$ cat config.mk
export PLATFORM = sky130hd
export DESIGN_NAME = cpu_boot_loader
export DESIGN_NICKNAME = d
export VERILOG_FILES = /design/src/rtl/cpu_boot_loader.sv
export SDC_FILE = /design/constraint.sdc
export NUM_CORES = 1
export LEC_CHECK = 0
export ABC_AREA = 1
export ABC_CLOCK_PERIOD_IN_PS = 2900
export CAP_MARGIN = 5
export CORE_UTILIZATION = 56
export CTS_CLUSTER_SIZE = 24
export DETAILED_ROUTE_END_ITERATION = 16
export PLACE_DENSITY = 0.81
export SYNTH_ARGS = -nofsm -noshare
export SYNTH_HDL_FRONTEND = slang
export SYNTH_SLANG_ARGS = --single-unit
$ cat constraint.sdc
create_clock -name clk -period 2.9 [get_ports clk]
set_input_delay 0.435 -clock clk [delete_from_list [all_inputs] [get_ports clk]]
set_output_delay 0.435 -clock clk [all_outputs]
set_load 0.1 [all_outputs]
$ cat src/rtl/cpu_boot_loader.sv
// cpu_boot_loader
//   Receives a byte-stream boot image, writes it into the CPU instruction
//   memory one 16-bit word at a time, then releases the CPU from reset.
//   Stream format: word count N (MSB byte first), then N words (high byte
//   first). When BOOT_CHECKSUM_EN is defined, one more byte follows: the
//   XOR of every preceding stream byte, including the two length bytes.
//
// Compile-time option:
//   BOOT_CHECKSUM_EN  adds the CHECK state that verifies the trailing checksum
//
// Ports:
//   clk, reset_n          clock, asynchronous active-low reset
//   start                 one-cycle load request (honoured in IDLE/RUN/ERROR)
//   in_data/in_valid/in_ready   byte stream handshake
//   instruction_in, load_address, load_instruction   instruction-memory write
//   pc_reset              CPU hold (CPU runs only while 0)
//   busy, done, error     status flags
//
// state   | meaning
// IDLE    | after reset, waiting for start
// LEN_HI  | receiving word-count MSB
// LEN_LO  | receiving word-count LSB, range-checked on acceptance
// DATA_HI | receiving instruction high byte
// DATA_LO | receiving instruction low byte
// WRITE   | one-cycle instruction-memory write strobe
// CHECK   | receiving checksum byte (BOOT_CHECKSUM_EN only)
// RUN     | image loaded, CPU released
// ERROR   | bad length, checksum or timeout; CPU held
module cpu_boot_loader #(
  parameter int MEM_DEPTH      = 256,
  parameter int TIMEOUT_CYCLES = 100000
) (
  input  logic        clk,
  input  logic        reset_n,
  input  logic        start,
  input  logic [7:0]  in_data,
  input  logic        in_valid,
  output logic        in_ready,
  output logic [15:0] instruction_in,
  output logic [15:0] load_address,
  output logic        load_instruction,
  output logic        pc_reset,
  output logic        busy,
  output logic        done,
  output logic        error
);

  localparam int IW = $clog2(TIMEOUT_CYCLES + 1);
  localparam logic [IW-1:0] IDLE_LAST = IW'(TIMEOUT_CYCLES - 1);
  localparam logic [16:0]   DEPTH17   = 17'(MEM_DEPTH);

  typedef enum logic [3:0] {
    IDLE, LEN_HI, LEN_LO, DATA_HI, DATA_LO, WRITE, CHECK, RUN, ERROR
  } state_t;

  state_t        r_state, r_state_nxt;
  logic [15:0]   r_len;
  logic [15:0]   r_addr;
  logic [15:0]   r_word;
  logic [IW-1:0] r_idle;

  logic        w_accept;
  logic        w_start_ok;
  logic [15:0] w_len;
  logic        w_len_bad;
  logic [15:0] w_addr_inc;
  logic        w_timeout;

  assign in_ready = (r_state == LEN_HI) || (r_state == LEN_LO) ||
                    (r_state == DATA_HI) || (r_state == DATA_LO) ||
                    (r_state == CHECK);
  assign w_accept   = in_valid && in_ready;
  assign w_start_ok = start && ((r_state == IDLE) || (r_state == RUN) || (r_state == ERROR));
  assign w_len      = {r_len[15:8], in_data};
  assign w_len_bad  = (w_len == 16'd0) || ({1'b0, w_len} > DEPTH17);
  assign w_addr_inc = r_addr + 16'd1;
  // Counter holds the number of consecutive stalled receiving cycles so far;
  // this cycle would be number TIMEOUT_CYCLES.
  assign w_timeout  = in_ready && !w_accept && (r_idle == IDLE_LAST);

`ifdef BOOT_CHECKSUM_EN
  logic [7:0] r_csum;
`endif

  always_comb begin
    r_state_nxt = r_state;
    case (r_state)
      IDLE, RUN, ERROR: if (start) r_state_nxt = LEN_HI;
      LEN_HI:  if (w_accept) r_state_nxt = LEN_LO;
      LEN_LO:  if (w_accept) r_state_nxt = w_len_bad ? ERROR : DATA_HI;
      DATA_HI: if (w_accept) r_state_nxt = DATA_LO;
      DATA_LO: if (w_accept) r_state_nxt = WRITE;
      WRITE: begin
        if (w_addr_inc < r_len) r_state_nxt = DATA_HI;
`ifdef BOOT_CHECKSUM_EN
        else                    r_state_nxt = CHECK;
`else
        else                    r_state_nxt = RUN;
`endif
      end
`ifdef BOOT_CHECKSUM_EN
      CHECK: if (w_accept) r_state_nxt = (in_data == r_csum) ? RUN : ERROR;
`endif
      default: r_state_nxt = IDLE;
    endcase
    if (w_timeout) r_state_nxt = ERROR;
  end

  always_ff @(posedge clk or negedge reset_n) begin
    if (!reset_n) begin
      r_state <= IDLE;
      r_len   <= 16'd0;
      r_addr  <= 16'd0;
      r_word  <= 16'd0;
      r_idle  <= '0;
    end else begin
      r_state <= r_state_nxt;
      if (!in_ready || w_accept) r_idle <= '0;
      else                       r_idle <= r_idle + IW'(1);
      if (w_accept && r_state == LEN_HI)  r_len[15:8]  <= in_data;
      if (w_accept && r_state == LEN_LO)  r_len[7:0]   <= in_data;
      if (w_accept && r_state == LEN_LO)  r_addr       <= 16'd0;
      if (r_state == WRITE)               r_addr       <= w_addr_inc;
      if (w_accept && r_state == DATA_HI) r_word[15:8] <= in_data;
      if (w_accept && r_state == DATA_LO) r_word[7:0]  <= in_data;
    end
  end

`ifdef BOOT_CHECKSUM_EN
  always_ff @(posedge clk or negedge reset_n) begin
    if (!reset_n)                        r_csum <= 8'd0;
    else if (w_start_ok)                 r_csum <= 8'd0;
    else if (w_accept && r_state != CHECK) r_csum <= r_csum ^ in_data;
  end
`endif

  assign load_instruction = (r_state == WRITE);
  assign instruction_in   = r_word;
  assign load_address     = r_addr;
  assign pc_reset         = (r_state != RUN);
  assign done             = (r_state == RUN);
  assign error            = (r_state == ERROR);
  assign busy             = !((r_state == IDLE) || (r_state == RUN) || (r_state == ERROR));

endmodule

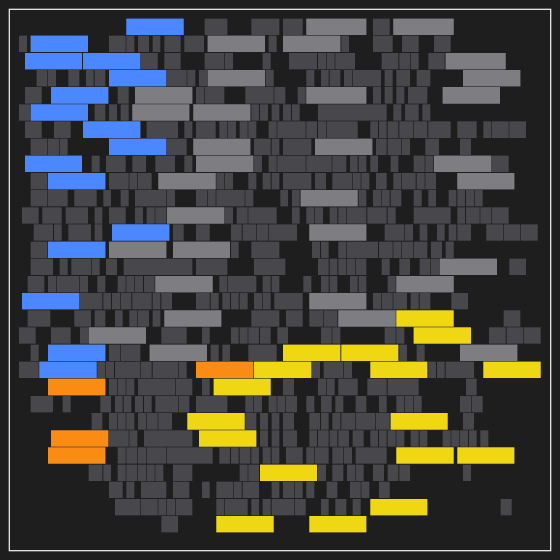
run_1/flops_by_reg.png
Other sequential cells in the stronger grey, the rest of the logic in the fainter grey.
Blue marks instruction_in, flops 16. Orange marks r_state, flops 4, where south-west. Yellow marks r_idle, flops 17.

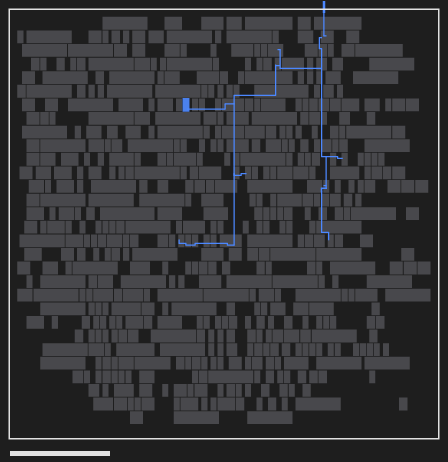
run_1/io_fan.png
Bar = 20 um.
Blue marks load_instruction, bits 1, direction output, edge north, end cells 1, buffers 1, wire 138 um.

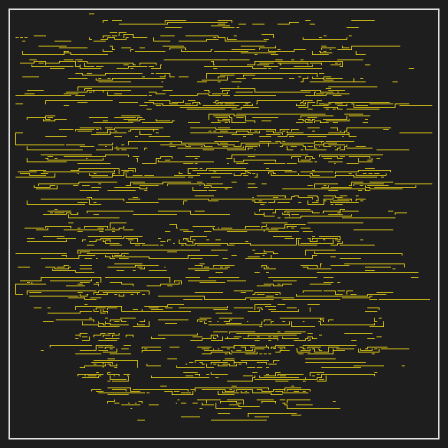
run_1/layer_met1.png
The wires run mostly horizontal. The layer holds 47% of the routed length. The layer carries 4000 um of wire. The longest straight run is 24.4 um.

[run 1: critical path, delay by kind of cell (launching register included)]
family                   cells  cell delay [ps]
adder cells (fa/ha/maj)      2              450
flip-flops                   1              410
AND-OR/OR-AND                2              290
AND/OR/NAND/NOR             15             1330
buffers and inverters        1               50
[run 1: synth_stat cells, types with 2 or more instances]
master,n,share of area (%)
a21oi_1,16,2.0
buf_4,2,0.38
buf_6,4,1.2
dfrtp_1,69,44
ha_1,17,5.4
inv_1,77,7.4
inv_2,2,0.19
nand2_1,117,11
nand2_2,2,0.32
nand2_4,4,1.2
nand3_1,21,2.7
nand4_1,11,1.8
nor2_1,39,3.7
nor2_2,2,0.32
nor2_4,2,0.58
nor3_1,13,1.7
nor3_2,2,0.51
nor3_4,2,0.83
nor4_1,5,0.80
o21ai_0,30,3.8
o21ai_2,17,3.8
o22ai_1,7,1.1
xor2_1,9,2.0
[run 1: routing by layer]
metal	vias to the layer above	share of wire, %	global-route usage (%)
met3	11	6.7	6.449
met1	1561	47	35.17
met2	112	45	38.76
met5	-	0	0
li1	1670	-	-
met4	0	1.1	6.515
[run 1: registers in the layout (all words and copies together), names as in the netlist]
signal / flops
r_idle: 17
instruction_in: 16
r_len: 16
load_address: 16
r_state: 4
[run 1: cell families after synthesis]
kind of cell             share of synthesized area (%)
XOR/XNOR                                         2.237
AND-OR/OR-AND                                    11.76
AND/OR/NAND/NOR                                  27.23
adder cells (fa/ha/maj)                          5.433
flip-flops                                       44.10
buffers and inverters                            9.236
==> results_dict.tcl, run 1 <==
# place-and-route summary
set metrics [dict create \
    ys_seq_share_pct 44.10 \
    avgSynthCellArea_sq_um 8.122 \
    crit_top_cell "nand2_1" \
    cts_buffer_depth 2 \
    violations "design-rule violations" \
    worstMarginPinSlew_ps 700.2 \
    netlist_instances 482 \
    final_common_cell "nand2_1" \
    ff2ff_path_depth 20 \
    fillers 554 \
    setup_violations 0 \
    ys_area_sq_um 3915 \
    mostFrequentLayoutCells "nand2_1, inv_1, dfrtp_1" \
    cts.sinks 69 \
    crit_chain "ha_1 > nand2_1 > nor2_1 > nand2_1 > nor2_1 > nand2_1 > nor2_1 > nand3_1 > nand2_1 > inv_1 > ha_1 > nand2_1 > o21bai_1 > a21oi_1 > nor2_1 > nand2_1 > nand2_1 > nand2_1 > nand2_1 > nand2_1" \
    n_all_inverters 79 \
    n_tap_cell 80 \
    preCtsSetupSlack_ps 350.0 \
    crit_type "reg -> reg" \
    layout.nets 567 \
    hold_viol 0 \
    comb_share_pct 39.78 \
    status "complete, but fails checks" \
    fp_util_pct 57.94 \
    ff_type "dfrtp_1" \
    routed_wl_um 8569 \
    critPathMaxStageDelay_ps 410 \
    drc 1 \
    finalMaxSlewViolations 0 \
    dominant-cell-class "logic gates" \
    dp_hpwl_um 6336 \
]
==> run 1 -> run 2 <==
--- a/config.mk
+++ b/config.mk
@@ -12,6 +12,7 @@
 export CTS_CLUSTER_SIZE = 24
 export DETAILED_ROUTE_END_ITERATION = 16
 export PLACE_DENSITY = 0.81
+export SETUP_SLACK_MARGIN = 0.1
 export SYNTH_ARGS = -nofsm -noshare
 export SYNTH_HDL_FRONTEND = slang
 export SYNTH_SLANG_ARGS = --single-unit
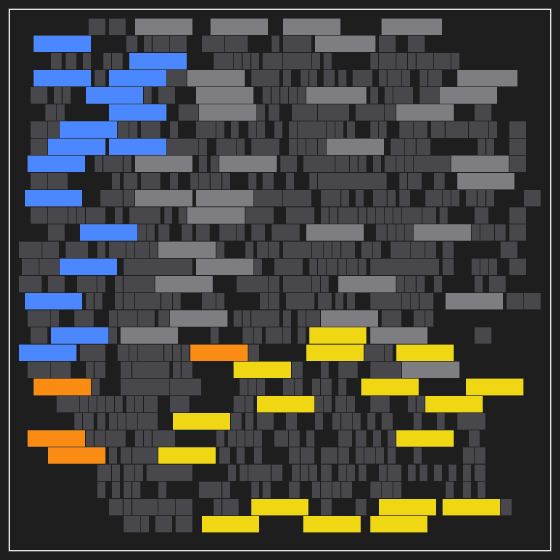
run_2/flops_by_reg.png
Other sequential cells in the stronger grey, the rest of the logic in the fainter grey.
Orange marks r_state, flops 4, where south-west. Blue marks instruction_in, flops 16. Yellow marks r_idle, flops 17.
Another 32 sequential cells are not coloured.

==> run 2 against run 1 <==
The run now ends clean. Highest routed layer unchanged. First-iteration DRC count increased by 0.46%. Count of clock-buffer cells in the layout is the same. Largest cell class unchanged. Critical endpoint unchanged. Critical path depth is the same.
==> results_dict.tcl, run 2 <==
# place-and-route summary
set metrics [dict create \
    fp_util_pct 57.94 \
    mostFrequentLayoutCells "nand2_1, inv_1, dfrtp_1" \
    ff2ff_path_depth 20 \
    ys_sh_aoi_pct 11.76 \
    synthAdderAreaFrac_pct 5.433 \
    netlist_instances 482 \
    dp_hpwl_um 6515 \
    avgSynthCellArea_sq_um 8.122 \
    setup_violations 0 \
    cts_buffer_depth 2 \
    grt_busiest_layer "met2" \
    use_met1_pct 35.87 \
    yosys-mux-area-fraction_pct 0 \
    status "finished, final reports clean" \
    area_leaders "dfrtp_1, nand2_1, inv_1" \
    preCtsSetupSlack_ps 358.7 \
    final_common_cell "nand2_1" \
]
-- run 2: worst max-delay path, stage by stage (launching register included) --
cell and delay [ps]:
dfrtp_2 420, ha_1 190, nand2_1 90, nor2_2 140, nand2_1 90, nor2_1 130
nand2_1 130, nor2_2 130, nand3_1 80, nand2_1 90, inv_1 50, ha_1 260
nand2_1 60, o21bai_1 150, a21oi_1 130, nor2_1 50, nand2_1 60, nand2_1 50
nand2_1 50, nand2_1 50, nand2_1 50
-- run 2: path summary, 6_finish.rpt --
kind,from,to,slack (ps)
min in group clk,r_idle[0],r_idle[0],480
max in group asynchronous,reset_n,load_address[2],1960
worst min register to register,r_idle[0],r_idle[0],480
worst max register to register,load_address[0],r_state[2],370
worst min-delay path,reset_n,r_idle[3],160
worst max-delay path,load_address[0],r_state[2],370
-- run 2: area by class of cell --
class | instances | area [sq um] | share of cell area, %
inverters | 79 | 300.3 | 6.483
repair buffers | 53 | 420.4 | 9.076
well taps | 80 | 100.1 | 2.161
flip-flops and latches | 69 | 1732 | 37.39
clock buffers | 9 | 123.9 | 2.674
multi-input cells | 327 | 1832 | 39.55
clock inverters | 7 | 123.9 | 2.674
-- run 2: repair_timing --
item                       4_1_cts  5_1_grt
resized                          0        2
setup endpoints to repair        0        1
hold endpoints to repair         0        0
-- run 2: layer usage --
layer,vias to the layer above,share of wire [%]
met5,-,0
met4,0,1.6
met3,14,4.9
met2,97,47
met1,1595,46
li1,1669,-
-- run 2: kinds of logic (layout without fill, tap and decap cells) --
family / Yosys count / after routing
AND/OR/NAND/NOR: 225 / 225
adder cells (fa/ha/maj): 17 / 17
flip-flops: 69 / 69
XOR/XNOR: 10 / 10
AND-OR/OR-AND: 75 / 75
buffers and inverters: 86 / 148
